$ cat src/rtl/thermal_pkg.sv
// Shared types and default constants for the thermal governor slice.
// The state encoding is visible on the debug port, so its values are fixed.
package thermal_pkg;

    typedef enum logic [2:0] {
        ST_OFF       = 3'd0,
        ST_WARMUP    = 3'd1,
        ST_STEADY    = 3'd2,
        ST_RAMP_UP   = 3'd3,
        ST_RAMP_DOWN = 3'd4,
        ST_CRITICAL  = 3'd5
    } gov_state_t;

    localparam int TEMP_W_DEF     = 7;
    localparam int FAN_W_DEF      = 3;
    localparam int SAMPLE_DIV_DEF = 16;
    localparam int DWELL_DEF      = 4;
    localparam int T_HIGH_DEF     = 70;
    localparam int T_LOW_DEF      = 50;
    localparam int T_CRIT_DEF     = 85;

    function automatic int fan_max(input int fan_w);
        return (1 << fan_w) - 1;
    endfunction

endpackage

$ cat src/rtl/thermal_governor_if.sv
// Governor-side bundle: enable, temperature feed and alarm clear in; fan command and status out.
interface thermal_governor_if
    import thermal_pkg::*;
#(
    parameter int TEMP_W = TEMP_W_DEF,
    parameter int FAN_W  = FAN_W_DEF
) ();

    logic              en;
    logic [TEMP_W-1:0] temperature;
    logic              alarm_clr;
    logic [FAN_W-1:0]  fan_speed;
    logic              throttle;
    logic              alarm;
    logic [TEMP_W-1:0] avg_temp;
    gov_state_t        state;

    modport master (
        output en, temperature, alarm_clr,
        input  fan_speed, throttle, alarm, avg_temp, state
    );

    modport slave (
        input  en, temperature, alarm_clr,
        output fan_speed, throttle, alarm, avg_temp, state
    );

endinterface

$ cat src/rtl/temp_averager.sv
// Sample-tick divider and 4-sample running average of the temperature feed.
// Everything clears while disabled so re-enabling always starts a fresh warmup.
module temp_averager #(
    parameter int TEMP_W     = 7,
    parameter int SAMPLE_DIV = 16
) (
    input  logic              CLK,
    input  logic              RST,
    input  logic              en,
    input  logic [TEMP_W-1:0] temperature,
    output logic              tick,
    output logic [TEMP_W-1:0] avg_temp,
    output logic [2:0]        samples_seen
);

    localparam int DIV_W = $clog2(SAMPLE_DIV);

    logic [DIV_W-1:0]  div_cnt;
    logic [TEMP_W-1:0] hist_p0 [3];
    logic [TEMP_W+1:0] sum_p0;
    logic [TEMP_W-1:0] avg_p1;

    assign tick = en && (div_cnt == DIV_W'(SAMPLE_DIV - 1));

    // The live sample is the fourth window entry, so the average lands the cycle after the tick.
    assign sum_p0 = {2'b00, hist_p0[0]} + {2'b00, hist_p0[1]}
                  + {2'b00, hist_p0[2]} + {2'b00, temperature};

    always_ff @(posedge CLK) begin
        if (RST || !en) begin
            div_cnt      <= '0;
            hist_p0      <= '{default: '0};
            avg_p1       <= '0;
            samples_seen <= '0;
        end else begin
            div_cnt <= tick ? '0 : div_cnt + DIV_W'(1);
            if (tick) begin
                hist_p0[2] <= hist_p0[1];
                hist_p0[1] <= hist_p0[0];
                hist_p0[0] <= temperature;
                avg_p1     <= sum_p0[TEMP_W+1:2];
                if (samples_seen != 3'd4)
                    samples_seen <= samples_seen + 3'd1;
            end
        end
    end

    assign avg_temp = avg_p1;

endmodule

$ cat src/rtl/thermal_governor.sv
// Fan-speed governor: hysteresis FSM with dwell-limited fan steps, critical
// over-temperature override with throttle request and a sticky alarm.
module thermal_governor
    import thermal_pkg::*;
#(
    parameter int TEMP_W     = TEMP_W_DEF,
    parameter int FAN_W      = FAN_W_DEF,
    parameter int SAMPLE_DIV = SAMPLE_DIV_DEF,
    parameter int DWELL      = DWELL_DEF,
    parameter int T_HIGH     = T_HIGH_DEF,
    parameter int T_LOW      = T_LOW_DEF,
    parameter int T_CRIT     = T_CRIT_DEF
) (
    input logic              CLK,
    input logic              RST,
    thermal_governor_if.slave bus
);

    localparam int               DW_W      = (DWELL > 1) ? $clog2(DWELL) : 1;
    localparam logic [DW_W-1:0]  DWELL_MAX = DW_W'(DWELL - 1);
    localparam logic [FAN_W-1:0] FAN_TOP   = FAN_W'(fan_max(FAN_W));
    localparam logic [FAN_W-1:0] FAN_MIN   = FAN_W'(1);

    logic              tick;
    logic [TEMP_W-1:0] avg_temp;
    logic [2:0]        samples_seen;
    logic              crit_sample;

    gov_state_t       state_q, state_n;
    logic [FAN_W-1:0] fan_q, fan_n;
    logic [DW_W-1:0]  dwell_q, dwell_n, dwell_inc;
    logic             throttle_q, throttle_n;
    logic             alarm_q, alarm_n, alarm_set;

    temp_averager #(
        .TEMP_W     (TEMP_W),
        .SAMPLE_DIV (SAMPLE_DIV)
    ) u_avg (
        .CLK          (CLK),
        .RST          (RST),
        .en           (bus.en),
        .temperature  (bus.temperature),
        .tick         (tick),
        .avg_temp     (avg_temp),
        .samples_seen (samples_seen)
    );

    assign crit_sample = bus.temperature >= TEMP_W'(T_CRIT);
    assign dwell_inc   = (dwell_q == DWELL_MAX) ? dwell_q : dwell_q + DW_W'(1);

    always_comb begin
        state_n    = state_q;
        fan_n      = fan_q;
        dwell_n    = dwell_q;
        throttle_n = throttle_q;
        alarm_set  = 1'b0;
        if (!bus.en) begin
            state_n    = ST_OFF;
            fan_n      = '0;
            dwell_n    = '0;
            throttle_n = 1'b0;
        end else begin
            case (state_q)
                ST_OFF: begin
                    state_n = ST_WARMUP;
                    fan_n   = FAN_MIN;
                end
                ST_WARMUP: begin
                    if (tick) begin
                        dwell_n = dwell_inc;
                        if (crit_sample)
                            state_n = ST_CRITICAL;
                        else if (samples_seen == 3'd3)
                            state_n = ST_STEADY;
                    end
                end
                ST_STEADY, ST_RAMP_UP, ST_RAMP_DOWN: begin
                    if (tick) begin
                        dwell_n = dwell_inc;
                        if (crit_sample) begin
                            state_n = ST_CRITICAL;
                        end else begin
                            // Stepping follows the current state; the new direction applies next tick.
                            if (state_q == ST_RAMP_UP && dwell_q == DWELL_MAX && fan_q != FAN_TOP) begin
                                fan_n   = fan_q + FAN_W'(1);
                                dwell_n = '0;
                            end else if (state_q == ST_RAMP_DOWN && dwell_q == DWELL_MAX && fan_q > FAN_MIN) begin
                                fan_n   = fan_q - FAN_W'(1);
                                dwell_n = '0;
                            end
                            if (avg_temp >= TEMP_W'(T_HIGH))
                                state_n = ST_RAMP_UP;
                            else if (avg_temp <= TEMP_W'(T_LOW))
                                state_n = ST_RAMP_DOWN;
                            else
                                state_n = ST_STEADY;
                        end
                    end
                end
                ST_CRITICAL: begin
                    if (tick && !crit_sample && avg_temp < TEMP_W'(T_HIGH)) begin
                        state_n    = ST_STEADY;
                        throttle_n = 1'b0;
                        dwell_n    = '0;
                    end
                end
                default: state_n = ST_OFF;
            endcase
            if (state_n == ST_CRITICAL && state_q != ST_CRITICAL) begin
                fan_n      = FAN_TOP;
                throttle_n = 1'b1;
                alarm_set  = 1'b1;
            end
        end
        // Set beats clear; clearing is ignored while the condition is still active.
        if (alarm_set)
            alarm_n = 1'b1;
        else if (bus.alarm_clr && state_q != ST_CRITICAL)
            alarm_n = 1'b0;
        else
            alarm_n = alarm_q;
    end

    always_ff @(posedge CLK) begin
        if (RST) begin
            state_q    <= ST_OFF;
            fan_q      <= '0;
            dwell_q    <= '0;
            throttle_q <= 1'b0;
            alarm_q    <= 1'b0;
        end else begin
            state_q    <= state_n;
            fan_q      <= fan_n;
            dwell_q    <= dwell_n;
            throttle_q <= throttle_n;
            alarm_q    <= alarm_n;
        end
    end

    assign bus.fan_speed = fan_q;
    assign bus.throttle  = throttle_q;
    assign bus.alarm     = alarm_q;
    assign bus.avg_temp  = avg_temp;
    assign bus.state     = state_q;

endmodule

$ cat src/flat_wrapper.sv
// flat-port wrapper written by rule: the top's interface ports become plain ports
module thermal_governor_flat import thermal_pkg::*;
#(
    parameter int TEMP_W     = TEMP_W_DEF,
    parameter int FAN_W      = FAN_W_DEF,
    parameter int SAMPLE_DIV = SAMPLE_DIV_DEF,
    parameter int DWELL      = DWELL_DEF,
    parameter int T_HIGH     = T_HIGH_DEF,
    parameter int T_LOW      = T_LOW_DEF,
    parameter int T_CRIT     = T_CRIT_DEF
)
  (CLK, RST, bus_en, bus_temperature, bus_alarm_clr, bus_fan_speed, bus_throttle, bus_alarm, bus_avg_temp, bus_state);
  thermal_governor_if #(.TEMP_W(TEMP_W), .FAN_W(FAN_W)) bus_i ();
  input logic CLK;
  input logic RST;
  input wire logic [$bits(bus_i.en)-1:0] bus_en;
  input wire logic [$bits(bus_i.temperature)-1:0] bus_temperature;
  input wire logic [$bits(bus_i.alarm_clr)-1:0] bus_alarm_clr;
  output wire logic [$bits(bus_i.fan_speed)-1:0] bus_fan_speed;
  output wire logic [$bits(bus_i.throttle)-1:0] bus_throttle;
  output wire logic [$bits(bus_i.alarm)-1:0] bus_alarm;
  output wire logic [$bits(bus_i.avg_temp)-1:0] bus_avg_temp;
  output wire logic [$bits(bus_i.state)-1:0] bus_state;
  assign bus_i.en = bus_en;
  assign bus_i.temperature = bus_temperature;
  assign bus_i.alarm_clr = bus_alarm_clr;
  assign bus_fan_speed = bus_i.fan_speed;
  assign bus_throttle = bus_i.throttle;
  assign bus_alarm = bus_i.alarm;
  assign bus_avg_temp = bus_i.avg_temp;
  assign bus_state = bus_i.state;
  thermal_governor #(.TEMP_W(TEMP_W), .FAN_W(FAN_W), .SAMPLE_DIV(SAMPLE_DIV), .DWELL(DWELL), .T_HIGH(T_HIGH), .T_LOW(T_LOW), .T_CRIT(T_CRIT)) u_core (.CLK(CLK), .RST(RST), .bus(bus_i));
endmodule
$ cat config.mk
export PLATFORM = sky130hd
export DESIGN_NAME = thermal_governor_flat
export DESIGN_NICKNAME = d
export VERILOG_FILES = /design/src/rtl/thermal_pkg.sv /design/src/rtl/thermal_governor_if.sv /design/src/rtl/temp_averager.sv /design/src/rtl/thermal_governor.sv /design/src/flat_wrapper.sv
export SDC_FILE = /design/constraint.sdc
export NUM_CORES = 1
export LEC_CHECK = 0
export CAP_MARGIN = 5
export CORE_AREA = 2 2 64 96
export CTS_CLUSTER_SIZE = 24
export DETAILED_ROUTE_END_ITERATION = 10
export DIE_AREA = 0 0 66 98
export PLACE_DENSITY = 0.69
export SLEW_MARGIN = 25
export SYNTH_ARGS = -nofsm -noshare
export SYNTH_HDL_FRONTEND = slang
export SYNTH_SLANG_ARGS = --single-unit
$ cat constraint.sdc
create_clock -name CLK -period 4.1 [get_ports CLK]
set_clock_uncertainty 0.15 [all_clocks]
set_input_delay 1.23 -clock CLK [delete_from_list [all_inputs] [get_ports CLK]]
set_output_delay 1.23 -clock CLK [all_outputs]
set_load 0.01 [all_outputs]
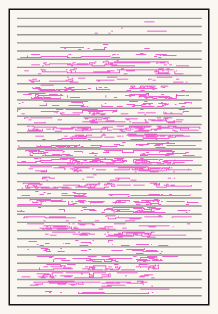
*The metal 1 layer, run 1*
(3 px per um) Supply wires on this layer in grey.
share of all routed wire: 44%
wire length on this layer: 2,520 um
main direction: horizontal
longest straight run: 29.8 um
grt met1 use: 24.0%
via count: 2,291
total wire length: 5.78 mm

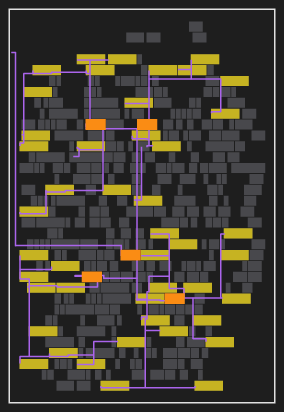
*Clock wires, drivers and flops, run 1*
(4 px per um)
legend:
  flip-flops:
    colour: yellow
    count: 45
  clock wires:
    colour: purple
    length: 599 um
  clock-net drivers:
    colour: orange
    count: 5
routed clock nets: 6
flops lie: widely spread
Late-Pin Clk Latency: 310 ps
Clk. pwr: 345 uW
Clock power frac: 40.7%

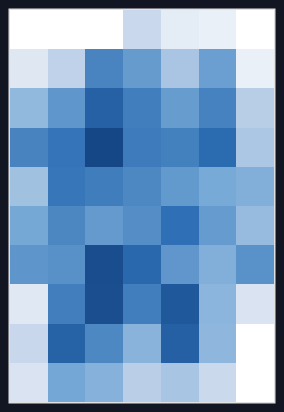
*Placement density heat map, run 1*
(4 px per um) The die is cut into 7 by 10 equal tiles; white is low, dark blue is high, 0 to 100% covered.
tiles over 75% full: 13%
fullest tile: 91%
nearly empty tiles: 8.6%
densest ninth of the die: middle
Core Density at Floorplan: 47.5%
core box area: 5700 um^2
Layout Utilization: 56.1%

==> reports/qor.yml, run 1 <==
status:
  status: "finished clean"
layout:
  lay_top_count: "nand2_1"
  comb_area_um2: 1680
  logic_gates: 234
  seq_cell_count: 45
  num_antenna_cells: 0
  top_register: "u_core.u_avg.hist_p0"
  regArea_um2: 901
clock_tree:
  clock-sinks: 45
  path_clk_slew_ps: 90
  cts_setup_buffers: 0
final_timing:
  relSlewSlack_pct: 54.3
  timing.hold.ws_ps: 317
  slew_violations: 0
  setup_viol: 0
  rsz0062_at_grt: "no"
  fin_crit_sh_pct: 92.7
worst_setup_path:
  cp.depth: 10
  crit-reg2reg-capture: "u_core.u_avg.avg_temp[3]"
  cpPeakStageDelay_ps: 570
  r2r_start: "u_core.u_avg.hist_p0[1]"
  cp_max_fo: 3
  cp-end-kind: "flop"
yosys:
  synthFlopType: "dfxtp_1"
  yosysUniqueCellTypes: 55
  yosys_area_um2: 2710
  syn_inst: 311
global_route:
  grt_pass1_vias: 2243
  track_usage_pct: 19.7
routing:
  drtAntennaViolNets: 0
  drt-initial-drc-count: 147
place:
  dp_slack_ps: -214
  post_dp_cell_area_um2: 3080
power:
  power-top-group: "sequential cells"
  switching_power_uw: 198
  ir_drop_mv: 0.184
  swShare_pct: 23.3
floorplanning:
  die_x_um: 66
worst_hold_path:
  hold_path_depth: 2
-- run 1: cells in the mapped netlist (all sizes together), types with 4 or more instances --
cell type	count	area share [%]
a211oi	5	1.8
fa	14	10
o31ai	4	1.3
inv	15	2.1
clkbuf	11	1.6
and2	4	0.92
nand2b	5	1.2
nand3	6	1.1
buf	6	1.3
nor2b	4	0.92
a31oi	5	1.2
o211ai	6	1.8
nand2	59	8.2
a21oi	29	5.4
dfxtp	45	33
nand4	4	0.92
xnor2	6	1.9
nor2	12	1.7
ha	14	6.5
o21ai	9	1.7
-- run 1: per-layer routing --
layer | GRT usage, % | up-vias | share of wire, %
li1 | - | 1151 | -
met1 | 24.0 | 1094 | 44
met2 | 34.3 | 38 | 52
met3 | 3.34 | 8 | 3.0
met4 | 7.22 | 0 | 1.9
met5 | 0 | - | 0
### The clock network, run 1

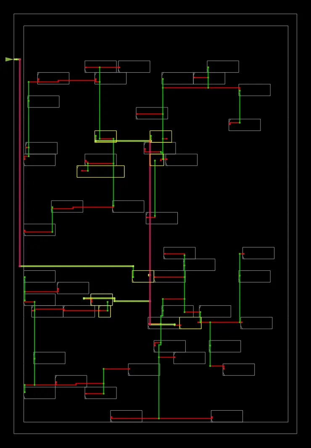

==> run 1 -> run 2 <==
Settings changed: CORE_AREA 2 2 64 96 to 2 2 65 98, DIE_AREA 0 0 66 98 to 0 0 67 100, SYNTH_HIERARCHICAL from default to 1.
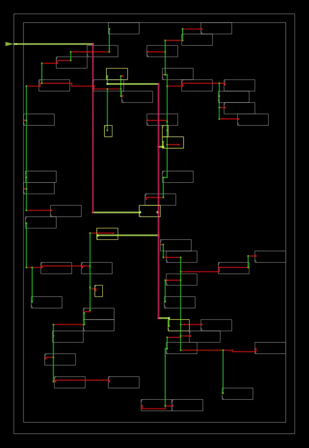
*The clock network, run 2*
# clk buffers: 6
Clk. pwr: 265 uW
Flops: 45

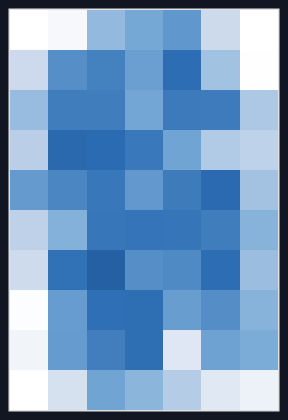
*Placement density heat map, run 2*
(4 px per um) The die is cut into 7 by 10 equal tiles; white is low, dark blue is high, 0 to 100% covered.
Layout Utilization: 55.8%
Core Density at Floorplan: 47.9%
core box area: 5960 um^2

==> reports/qor.yml, run 2 <==
layout:
  final-nonclk-buf-share_pct: 11.6
  regArea_um2: 901  # unchanged
  logic_gates: 241  # +3.0%
  inverters: 43
  top_register: "u_core/u_avg/hist_p0"
  comb_area_um2: 1700  # +1.6%
  final_cell_mix: "58 x nand2_1, 45 x dfxtp_1, 42 x inv_1, 32 x a21oi_1, 25 x clkdlybuf4s50_1"
  seq_area_share_pct: 27.1
  layout.area.top_class: "multi-input combinational cells"
  nFillCells: 566
  lay_top_count: "nand2_1"
  num_antenna_cells: 0  # unchanged
worst_setup_path:
  crit-reg2reg-capture: "u_core/bus.fan_speed[1]"
  path_cells: "clkdlybuf4s50_1 -> inv_1 -> fa_1 -> inv_1 -> fa_1 -> nand2_1 -> nor2_1 -> fa_1 -> a21o_1 -> a221o_1 -> nand2_1 -> o211ai_1"
  r2r_start: "u_core/u_avg/div_cnt[0]"
  crit_path_start_kind: "input pin"
  crit_end: "u_core/u_avg/avg_temp[5]"
  cp-end-kind: "flop"
  cpPeakStageDelay_ps: 520  # -50 ps
  cp_max_fo: 2  # -1
  r2r_slack_ps: 1210
yosys:
  yosysUniqueCellTypes: 56  # +1.8%
  yosys_area_um2: 2850  # +5.2%
  yosys.area.top_type: "dfxtp_1"
  ys_ff: 45
  yosys-top-cells-area: "dfxtp_1 32%, fa_1 9.8%, nand2_1 7.6%, ha_1 5.7%, a21oi_1 5.6%"
  logic_family: "simple AND/OR/NAND/NOR gates"
  synthTopCellsByCount: "58 x nand2_1, 45 x dfxtp_1, 42 x inv_1, 32 x a21oi_1, 24 x nor2_1"
  synthFlopType: "dfxtp_1"
  top_cell_area_share_pct: 31.6  # -1.6 points
  xor_share_pct: 2.15
  yosysMostFrequentCell: "nand2_1"
  edf_count: 0
  syn_inst: 345  # +11%
  synthesis.area_um2: 2850
  syn-num-nets: 383
global_route:
  grt_use_met1_pct: 21.1  # -2.9 points
  track_usage_pct: 20.0  # +0.31 points
  grt_pass1_vias: 2336  # +4.1%
  busiest_layer: "met2"
  use_met2_pct: 36.8  # +2.5 points
  overflow: 0
  gr-usage-met3_pct: 3.59  # +0.25 points
worst_hold_path:
  min_to: "u_core/u_avg/div_cnt[0]"
  hold_path_class: "flop to flop"
  hold_path_depth: 1  # -1
floorplanning:
  num_rows: 35
  die_x_um: 67  # +1.5%
routing:
  route.met3.wl_um: 211  # +22%
  wl_mm: 6.00  # +3.7%
  post_drt_wl_per_cell_um: 13.2
  num_vias: 2440  # +6.5%
  drt-initial-drc-count: 133  # -9.5%
  highest_layer: "met4"
  drtAntennaViolNets: 0  # unchanged
  route.met2.wl_mm: 3.22  # +7.8%
  wl_met1_mm: 2.38  # -5.7%
place:
  dp_hpwl_mm: 4.55
  post_dp_cell_area_um2: 3240  # +5.3%
clock_tree:
  cts_setup_buffers: 0  # unchanged
  cts_inserted_buffers: 5
  path_clk_slew_ps: 80  # about the same
  cts_max_level: 2
  clock-sinks: 45  # unchanged
final_timing:
  setup_viol: 0  # unchanged
  rsz0062_at_grt: "no"
  slew_violations: 0  # unchanged
  relSlewSlack_pct: 64.5  # +10 points
  fin_crit_sh_pct: 97.0  # +4.3 points
  hold_viol_final: 0
status:
  status: "finished clean"
flow_run:
  maxCapViolCount: 0
power:
  ir_drop_mv: 0.159  # -14%
  leakagePower_uw: 0.00127
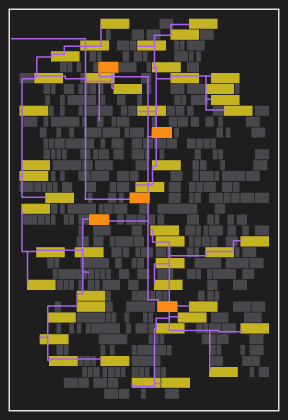
*Clock wires, drivers and flops, run 2*
(4 px per um)
legend:
  flip-flops:
    colour: yellow
    count: 45
  clock-net drivers:
    colour: orange
    count: 5
  clock wires:
    colour: purple
    length: 592 um
flops lie: widely spread
Clock power frac: 34.0%
Late-Pin Clk Latency: 300 ps

run 2: power breakdown:
group / switching [uW] / internal (uW) / total [uW]
clock network: 146 / 118 / 265
logic: 36.0 / 34.6 / 70.7
registers: 3.96 / 439 / 443
total: 186 / 592 / 778
run 2: critical path, delay by kind of cell:
family                   cells  cell delay (ps)
AND-OR/OR-AND                3              590
adder cells (fa/ha/maj)      3             1380
buffers and inverters        3              590
AND/OR/NAND/NOR              3              200
run 2: stage by stage:
stage          setup WS, ps  utilization, %  instances  hold WS (ps)  TNS (ps)
6_report                124            55.8        454           306         0
3_3_place_gp           -118            54.4        446           281      -153
3_5_place_dp           -162            54.4        446           292      -254
2_1_floorplan           427               -        345           268         0
4_1_cts                 127            55.8        454           310         0
5_1_grt                3.41            55.8        454           325         0
Power is estimated from default activity; no workload was simulated.
